--- config.mk ---
export PLATFORM = sky130hd
export DESIGN_NAME = genfifo_credit_buffer
export DESIGN_NICKNAME = d
export VERILOG_FILES = /design/src/rtl/genfifo_credit_buffer.sv
export SDC_FILE = /design/constraint.sdc
export NUM_CORES = 1
export LEC_CHECK = 0
export CAP_MARGIN = 10
export CORE_UTILIZATION = 45
export CTS_BUF_LIST = sky130_fd_sc_hd__clkbuf_16
export CTS_CLUSTER_DIAMETER = 100
export DETAILED_ROUTE_END_ITERATION = 8
export PLACE_DENSITY = 0.74
export SETUP_SLACK_MARGIN = 0.15
export SLEW_MARGIN = 20
export SYNTH_ARGS = -nofsm -noshare
export SYNTH_HDL_FRONTEND = slang
export SYNTH_SLANG_ARGS = --single-unit
--- constraint.sdc ---
create_clock -name clk_i -period 2.9 [get_ports clk_i]
set_input_delay 0.58 -clock clk_i [delete_from_list [all_inputs] [get_ports clk_i]]
set_output_delay 0.58 -clock clk_i [all_outputs]
set_load 0.02 [all_outputs]
--- src/rtl/genfifo_credit_buffer.sv ---
// genfifo_credit_buffer: elastic FIFO for a genfifo req/ack link.
// The upstream side accepts words and the downstream side offers the head entry.
// count_bo reports occupancy and credit_bo reports free slots so a producer can
// throttle early.
// Optional macro GENFIFO_CREDIT_STATS_EN adds 32-bit transfer and stall counters.
module genfifo_credit_buffer #(
  parameter int WIDTH = 16,
  parameter int DEPTH = 4,
  parameter int CW    = $clog2(DEPTH + 1)
) (
  input  logic             clk_i,
  input  logic             rst_i,
  input  logic             in_genfifo_req_i,
  input  logic [WIDTH-1:0] in_genfifo_wdata_bi,
  output logic             in_genfifo_ack_o,
  output logic             out_genfifo_req_o,
  output logic [WIDTH-1:0] out_genfifo_rdata_bo,
  input  logic             out_genfifo_ack_i,
  output logic [CW-1:0]    count_bo,
  output logic [CW-1:0]    credit_bo
`ifdef GENFIFO_CREDIT_STATS_EN
  ,
  output logic [31:0]      stat_in_xfers_bo,
  output logic [31:0]      stat_out_xfers_bo,
  output logic [31:0]      stat_full_stall_bo,
  output logic [31:0]      stat_out_stall_bo
`endif
);

  localparam int            PW       = $clog2(DEPTH);
  localparam logic [CW-1:0] FULL_CNT = CW'(DEPTH);
  localparam logic [PW-1:0] LAST_PTR = PW'(DEPTH - 1);

  logic [WIDTH-1:0] mem [DEPTH];
  logic [PW-1:0]    wr_ptr;
  logic [PW-1:0]    rd_ptr;
  logic [CW-1:0]    count;
  logic             full;
  logic             empty;
  logic             push;
  logic             pop;

  // Pointers wrap explicitly so DEPTH need not be a power of two.
  function automatic logic [PW-1:0] next_ptr(input logic [PW-1:0] p);
    return (p == LAST_PTR) ? '0 : p + PW'(1);
  endfunction

  // Handshakes depend only on registered occupancy; a full buffer refuses
  // input even when the head is popped in the same cycle.
  assign full                 = (count == FULL_CNT);
  assign empty                = (count == '0);
  assign in_genfifo_ack_o     = in_genfifo_req_i && !full;
  assign out_genfifo_req_o    = !empty;
  assign push                 = in_genfifo_req_i && !full;
  assign pop                  = !empty && out_genfifo_ack_i;
  assign out_genfifo_rdata_bo = mem[rd_ptr];
  assign count_bo             = count;
  assign credit_bo            = FULL_CNT - count;

  // Storage: cleared on reset so the head reads zero after a reset.
  always_ff @(posedge clk_i) begin
    if (rst_i) begin
      for (int i = 0; i < DEPTH; i++) begin
        mem[i] <= '0;
      end
    end else if (push) begin
      mem[wr_ptr] <= in_genfifo_wdata_bi;
    end
  end

  // Pointer and occupancy tracking; a push and pop together leave count alone.
  always_ff @(posedge clk_i) begin
    if (rst_i) begin
      wr_ptr <= '0;
      rd_ptr <= '0;
      count  <= '0;
    end else begin
      if (push) begin
        wr_ptr <= next_ptr(wr_ptr);
      end
      if (pop) begin
        rd_ptr <= next_ptr(rd_ptr);
      end
      if (push && !pop) begin
        count <= count + CW'(1);
      end else if (pop && !push) begin
        count <= count - CW'(1);
      end
    end
  end

`ifdef GENFIFO_CREDIT_STATS_EN
  // Free-running statistics; wrap naturally at 2^32.
  always_ff @(posedge clk_i) begin
    if (rst_i) begin
      stat_in_xfers_bo   <= '0;
      stat_out_xfers_bo  <= '0;
      stat_full_stall_bo <= '0;
      stat_out_stall_bo  <= '0;
    end else begin
      if (push) begin
        stat_in_xfers_bo <= stat_in_xfers_bo + 32'd1;
      end
      if (pop) begin
        stat_out_xfers_bo <= stat_out_xfers_bo + 32'd1;
      end
      if (in_genfifo_req_i && full) begin
        stat_full_stall_bo <= stat_full_stall_bo + 32'd1;
      end
      if (!empty && !out_genfifo_ack_i) begin
        stat_out_stall_bo <= stat_out_stall_bo + 32'd1;
      end
    end
  end
`endif

endmodule

Fig. 1: run 1, clock nets
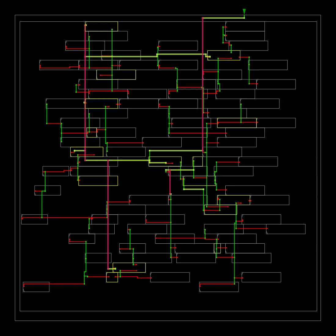
Flops: 73
Num CTS Buffers: 9
P_clk: 0.00126 W

Fig. 2: run 1, sequential cells colored by netlist name
Scale bar: 20 um. Other sequential cells in the stronger gray, the rest of the logic in the fainter gray.
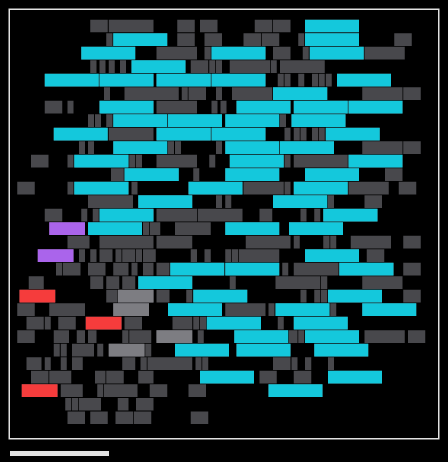
Key: red = count_bo [flops 3]; purple = wr_ptr [flops 2]; cyan = mem [flops 64]

==> reports/results.ini, run 1 <==
[status]
status=complete, no violations

[layout]
num-nets-final=304
antennaDiodeCount=0
fin_util_pct=59.7
final_cell_area_um2=4080
drive_gt1_share_pct=15.6
final_common_cell=edfxtp_1
lay_top_cells=edfxtp_1, nor2_1, clkdlybuf4s50_1
area_delta_synth_final_pct=27.9

[synthesis]
aoi_share_pct=1.29
yosys-stat-cells=228
edf_count=64
synth.cellmix.xorXnorShare_pct=0.549
synth_warnings=0
synthesis.area_um2=3190
synth.logic.top_family=multiplexers
ys.flops=73
yosys_area_um2=3190
syn_avg_cell_area_um2=14.0
syn_nets=255
fa_ha_area_share_pct=2.98
mux_area_share_pct=12.9
ys_types=25

[power_and_ir_drop]
power.leakage_nw=1.64
p_clk_share_pct=33.9
pwr-share-comb_pct=29.3
peakVddDrop_mv=0.516
switching_share_pct=27.9
p_sw_w=0.00104
internal_power_w=0.00267
power_frac_seq_pct=36.8

[clock_network]
tritoncts=yes
ctsHoldBuffers=0
cts.sinks=73
post_cts_buffers=0
insertion_delay_ns=0.33
cts_resized=1
cts_buffer_depth=2
clk_pin_slew_worst_paths_ns=0.06
cts_max_level=3

[critical_path]
r2r_start=count_bo[0]$_SDFFE_PP0P_
arrival_ns=2.01
r2r_end=count_bo[2]$_SDFFE_PP0P_
crit_path_start_kind=flop
reg2reg_slack_ns=0.39
crit_fanout=16
cp_data_required_time_ns=2.32
rr_worst_depth=10
cp-end-kind=output pin
critPathKind=flop to output pin

[floorplanning]
die_h_um=86.2
initCoreUtil_pct=46.7
die_x_um=86.2
fp.coreArea_um2=6830
io_pins=44
rows=30
chipArea_um2=7430

[detailed_routing]
dr.pass1.iters=6
drtAntennaViolNets=0
drt_iter0_drc=108
routedWlPerCell_um=15.7
drc=0
wirelength_mm=5.93
vias_per_cell=4.96

[run]
cap_viol_max_count=0
warnings=27

[global_routing]
grt_max_degree=18
grt_pass1_wl_mm=9.58
antenna_found_initial=0
grt_overflow=0
track_usage_pct=18.0

[sta]
rsz0062_at_grt=false
worst_pin_slew_ns=0.499
timing.final.ws_setup_ns=0.308
hold_viol_final=0
drv_slew=0
max_freq_mhz=386
skew_ns=0.00402
maxSlewHeadroom_pct=66.7
min_period_ns=2.59
tns_ns=0
fin_crit_sh_pct=89.4

[place]
io_buffers=43
placedInstanceArea_um2=3730
gp_congestion=0.726
place_ws_ns=0.212

[min_path]
timing.hold.worst.class=flop to flop

Fig. 3: run 1, gate families picked out
Scale bar: 20 um.
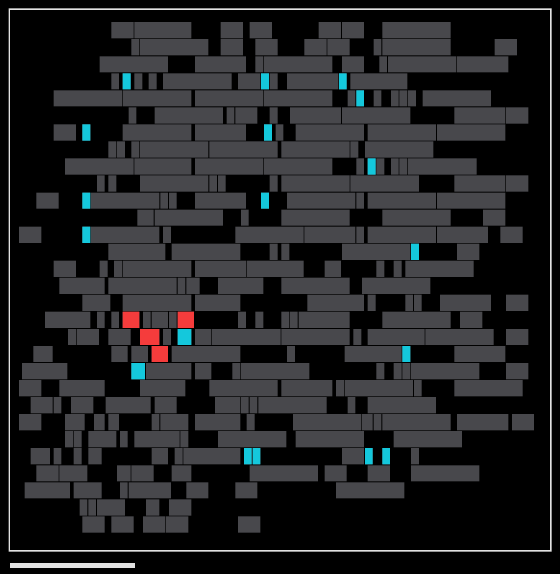
Key: red = AND-OR and OR-AND gates [cells 4, where left middle]; cyan = NAND gates [cells 18]

-- run 1: through the flow --
stage | instances | total power (W)
after global placement | 362 | 0.00246
after detailed placement | 362 | 0.00248
after CTS | 378 | 0.00375
after floorplan | 228 | 0.00209
after global routing | 378 | 0.00388
final | 378 | 0.00371
-- run 1: critical path: stages (launching register included) --
cell and delay (ns):
dfxtp_1 0.32, buf_6 0.24, mux4_2 0.56, clkdlybuf4s50_1 0.56
-- run 1: layout make-up --
type | instances | area [um2]
clock buffer | 9 | 225
tap | 96 | 120
fill | 550 | 2750
multi-input combinational | 116 | 895
inverter | 25 | 93.8
sequential | 73 | 2100
clock inverter | 7 | 119
timing repair buffer | 52 | 526
-- run 1: state kept, by name, summed over array words and instances, names as in the netlist, named ones only --
signal	count
mem	64
wr_ptr	2
rd_ptr	2
count_bo	3
-- run 1: kinds of logic (layout without fill, tap and decap cells) --
group,Yosys count,count (layout)
and+or+nand+nor,80,80
AOI/OAI and AO/OA,6,6
DFF,73,73
buffers and inverters,39,93
adders and majority gates,7,7
muxes,21,21
xor gates and xnor gates,2,2
-- run 1: worst min-delay path by stage --
| stage | start | end | depth (start not counted) |
|---|---|---|---|
| floorplan | rd_ptr[1]$_SDFFE_PP0P_ | flop | 2 |
| global placement | count_bo[2]$_SDFFE_PP0P_ | count_bo[2]$_SDFFE_PP0P_ | 2 |
| detailed placement | count_bo[2]$_SDFFE_PP0P_ | count_bo[2]$_SDFFE_PP0P_ | 2 |
| CTS | count_bo[2]$_SDFFE_PP0P_ | count_bo[2]$_SDFFE_PP0P_ | 2 |
| global route | count_bo[2]$_SDFFE_PP0P_ | count_bo[2]$_SDFFE_PP0P_ | 2 |
| finish | count_bo[2]$_SDFFE_PP0P_ | count_bo[2]$_SDFFE_PP0P_ | 2 |
-- run 1: power by group through the flow --
stage	logic [W]	registers [W]	clock network [W]
4_1_cts	0.00110	0.00137	0.00128
6_report	0.00109	0.00137	0.00126
2_1_floorplan	0.000701	0.00139	0
5_1_grt	0.00117	0.00139	0.00132
3_3_place_gp	0.00108	0.00138	0
3_5_place_dp	0.00109	0.00139	0
-- run 1: routing by layer --
metal	routed length, um	part of all wire, %	track usage [%]
met5	0	0	0
met4	143	2.4	7.42
met3	246	4.2	5.24
met2	3110	53	31.2
met1	2420	41	20.9
-- run 1: synthesized netlist by cell type (2+ instances only) --
| master | instances | area (um2) |
|---|---|---|
| buf_2 | 8 | 40.0 |
| mux2i_1 | 5 | 50.1 |
| ha_1 | 6 | 75.1 |
| buf_6 | 2 | 22.5 |
| nand2_1 | 16 | 60.1 |
| dfxtp_1 | 9 | 180 |
| nor2_1 | 57 | 214 |
| nand2b_1 | 2 | 12.5 |
| edfxtp_1 | 64 | 1920 |
| mux4_2 | 16 | 360 |
| inv_1 | 25 | 93.8 |
| a21o_1 | 3 | 22.5 |
| xor2_1 | 2 | 17.5 |
| nor2b_1 | 2 | 12.5 |
==> run 2, diff against run 1 <==
- CORE_ASPECT_RATIO: not set -> 0.6
Fig. 4: run 2, sequential cells colored by netlist name
Scale bar: 20 um. Other sequential cells in the stronger gray, the rest of the logic in the fainter gray.
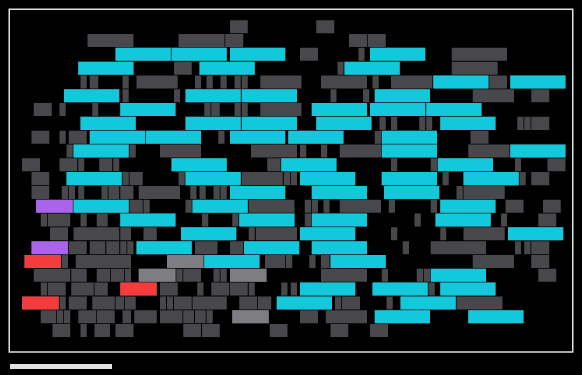
Util after Layout: 59.8%
Seq/total area: 52.0%

==> run 2 against run 1 <==
  * Non-clock buffer count increased by 1
  * Wire length increased by 3.5%
  * Critical path depth unchanged
  * Via count decreased by 0.21%
  * Worst setup slack got worse by 0.033 ns
  * Critical path type unchanged
  * Die size increased by 0.15%
  * Sequential power about the same
  * Cell count decreased by 2.1%
  * Largest cell class unchanged
  * Largest power group unchanged
  * Highest routed layer unchanged
==> reports/results.ini, run 2 <==
[synthesis]
synth_top_area_share_pct=60.3
common_cells=edfxtp_1, nor2_1, inv_1, mux4_2, nand2_1
yosys_area_um2=3190
top_cell=edfxtp_1
topCellsByArea=edfxtp_1, mux4_2, nor2_1
synthesis.area_um2=3190
synth_warnings=0
syn_nets=255
edf_count=64
ys_types=25
yosys-stat-cells=228
syn_inst=228
top_area_cell=edfxtp_1
ys.flops=73

[clock_network]
cts.sinks=73
cts_max_level=3
insertion_delay_ns=0.33
tritoncts=yes
cts_made_buffers=9
cts_buffer_depth=2

[sta]
tns_ns=0
min_period_ns=2.63
fin_crit_sh_pct=90.5
rsz0062_at_grt=false
worst_pin_slew_ns=0.522
drv_slew=0
skew_ns=0.00172
maxSlewHeadroom_pct=65.2
max_freq_mhz=381
hold_viol_final=0

[layout]
n_fill_cell=536
instances_no_fill=370
lay_top_cells=edfxtp_1, nor2_1, clkdlybuf4s50_1
largest_reg_flops=64
final_common_cell=edfxtp_1
final_cell_area_um2=4040
top_register=mem
drive_gt1_share_pct=15.5
area_delta_synth_final_pct=26.7
num-nets-final=305

[global_routing]
track_usage_pct=18.6
grt_overflow=0
grt_max_degree=18
grt_pass1_wl_mm=9.75
antenna_found_initial=0

[detailed_routing]
vias_per_cell=5.05
wirelength_mm=6.13
dr.pass1.iters=4
drt_iter0_drc=114
drtAntennaViolNets=0
drc=0

[floorplanning]
fp.coreArea_um2=6760
die_h_um=67.2
initCoreUtil_pct=47.2
chipArea_um2=7440
io_pins=44

[place]
io_buffers=43
gp_congestion=0.779
place_inst=354

[min_path]
worstHoldStart=count_bo[2]$_SDFFE_PP0P_
timing.hold.worst.class=flop to flop

[power_and_ir_drop]
pwr-share-comb_pct=29.4
p_clk_share_pct=33.4
power.leakage_nw=1.64
p_sw_w=0.00104

[critical_path]
r2r_start=count_bo[0]$_SDFFE_PP0P_
arrival_ns=2.05

[run]
warnings=27
cap_viol_max_count=0

[status]
status=complete, no violations

[run 2: cell counts after synthesis]
Identical to the previous run, type by type.
[run 2: final timing paths]
kind                                    to  slack, ns  depth (start not counted)
setup / recovery  out_genfifo_rdata_bo[11]       0.27                          3
hold / removal    count_bo[2]$_SDFFE_PP0P_       0.53                          2
setup reg to reg  count_bo[2]$_SDFFE_PP0P_       0.38                         10
hold reg to reg   count_bo[2]$_SDFFE_PP0P_       0.53                          2
[run 2: critical path, cell delays in order (launching register included)]
cell             delay [ns]
dfxtp_1                0.32
buf_6                  0.24
mux4_2                 0.58
clkdlybuf4s50_1        0.57
[run 2: kinds of logic (layout without fill, tap and decap cells)]
logic type	count (synthesis)	in the layout	share of synthesized area, %
xor gates and xnor gates	2	2	0.549
muxes	21	21	12.9
buffers and inverters	39	94	6.04
AOI/OAI and AO/OA	6	6	1.29
and+or+nand+nor	80	80	10.4
DFF	73	73	65.9
adders and majority gates	7	7	2.98
[run 2: layer usage]
metal | up-vias | part of all wire, % | track usage, %
met5 | - | 0 | 0
met2 | 57 | 48 | 30.7
met4 | 0 | 0.82 | 5.50
li1 | 884 | - | -
met1 | 923 | 42 | 22.5
met3 | 5 | 8.7 | 8.17
[run 2: layout make-up]
class,count,area [um2],share of cell area [%]
inverter,25,93.8,2.32
timing repair buffer,53,508,12.6
sequential,73,2100,52.0
multi-input combinational,116,895,22.1
tap,87,109,2.69
clock buffer,9,225,5.57
clock inverter,7,109,2.69
[run 2: what timing repair did]
| action | 4_1_cts | 5_1_grt |
|---|---|---|
| hold buffers | 0 | 0 |
| gates cloned | 0 | 0 |
| setup endpoints to repair | 1 | 3 |
| gates resized | 1 | 1 |
| setup buffers | 0 | 0 |
| pin swaps | 0 | 0 |
[run 2: metrics by stage]
stage | power, W | hold WS [ns] | util [%] | worst slack, ns
final | 0.00370 | 0.528 | 59.8 | 0.274
after global routing | 0.00387 | 0.571 | 59.8 | 0.152
after CTS | 0.00373 | 0.531 | 59.7 | 0.180
after detailed placement | 0.00249 | 0.524 | 54.8 | 0.246
after global placement | 0.00247 | 0.518 | 54.8 | 0.314
after floorplan | 0.00209 | 0.492 | - | 0.287
[run 2: power groups by stage]
stage / combinational [W] / sequential [W] / clock (W)
global placement: 0.00108 / 0.00139 / 0
detailed placement: 0.00110 / 0.00139 / 0
floorplan: 0.000701 / 0.00139 / 0
CTS: 0.00110 / 0.00137 / 0.00126
finish: 0.00109 / 0.00137 / 0.00124
global route: 0.00117 / 0.00139 / 0.00131
No activity file was given, so power comes from the tool's default toggle rates.
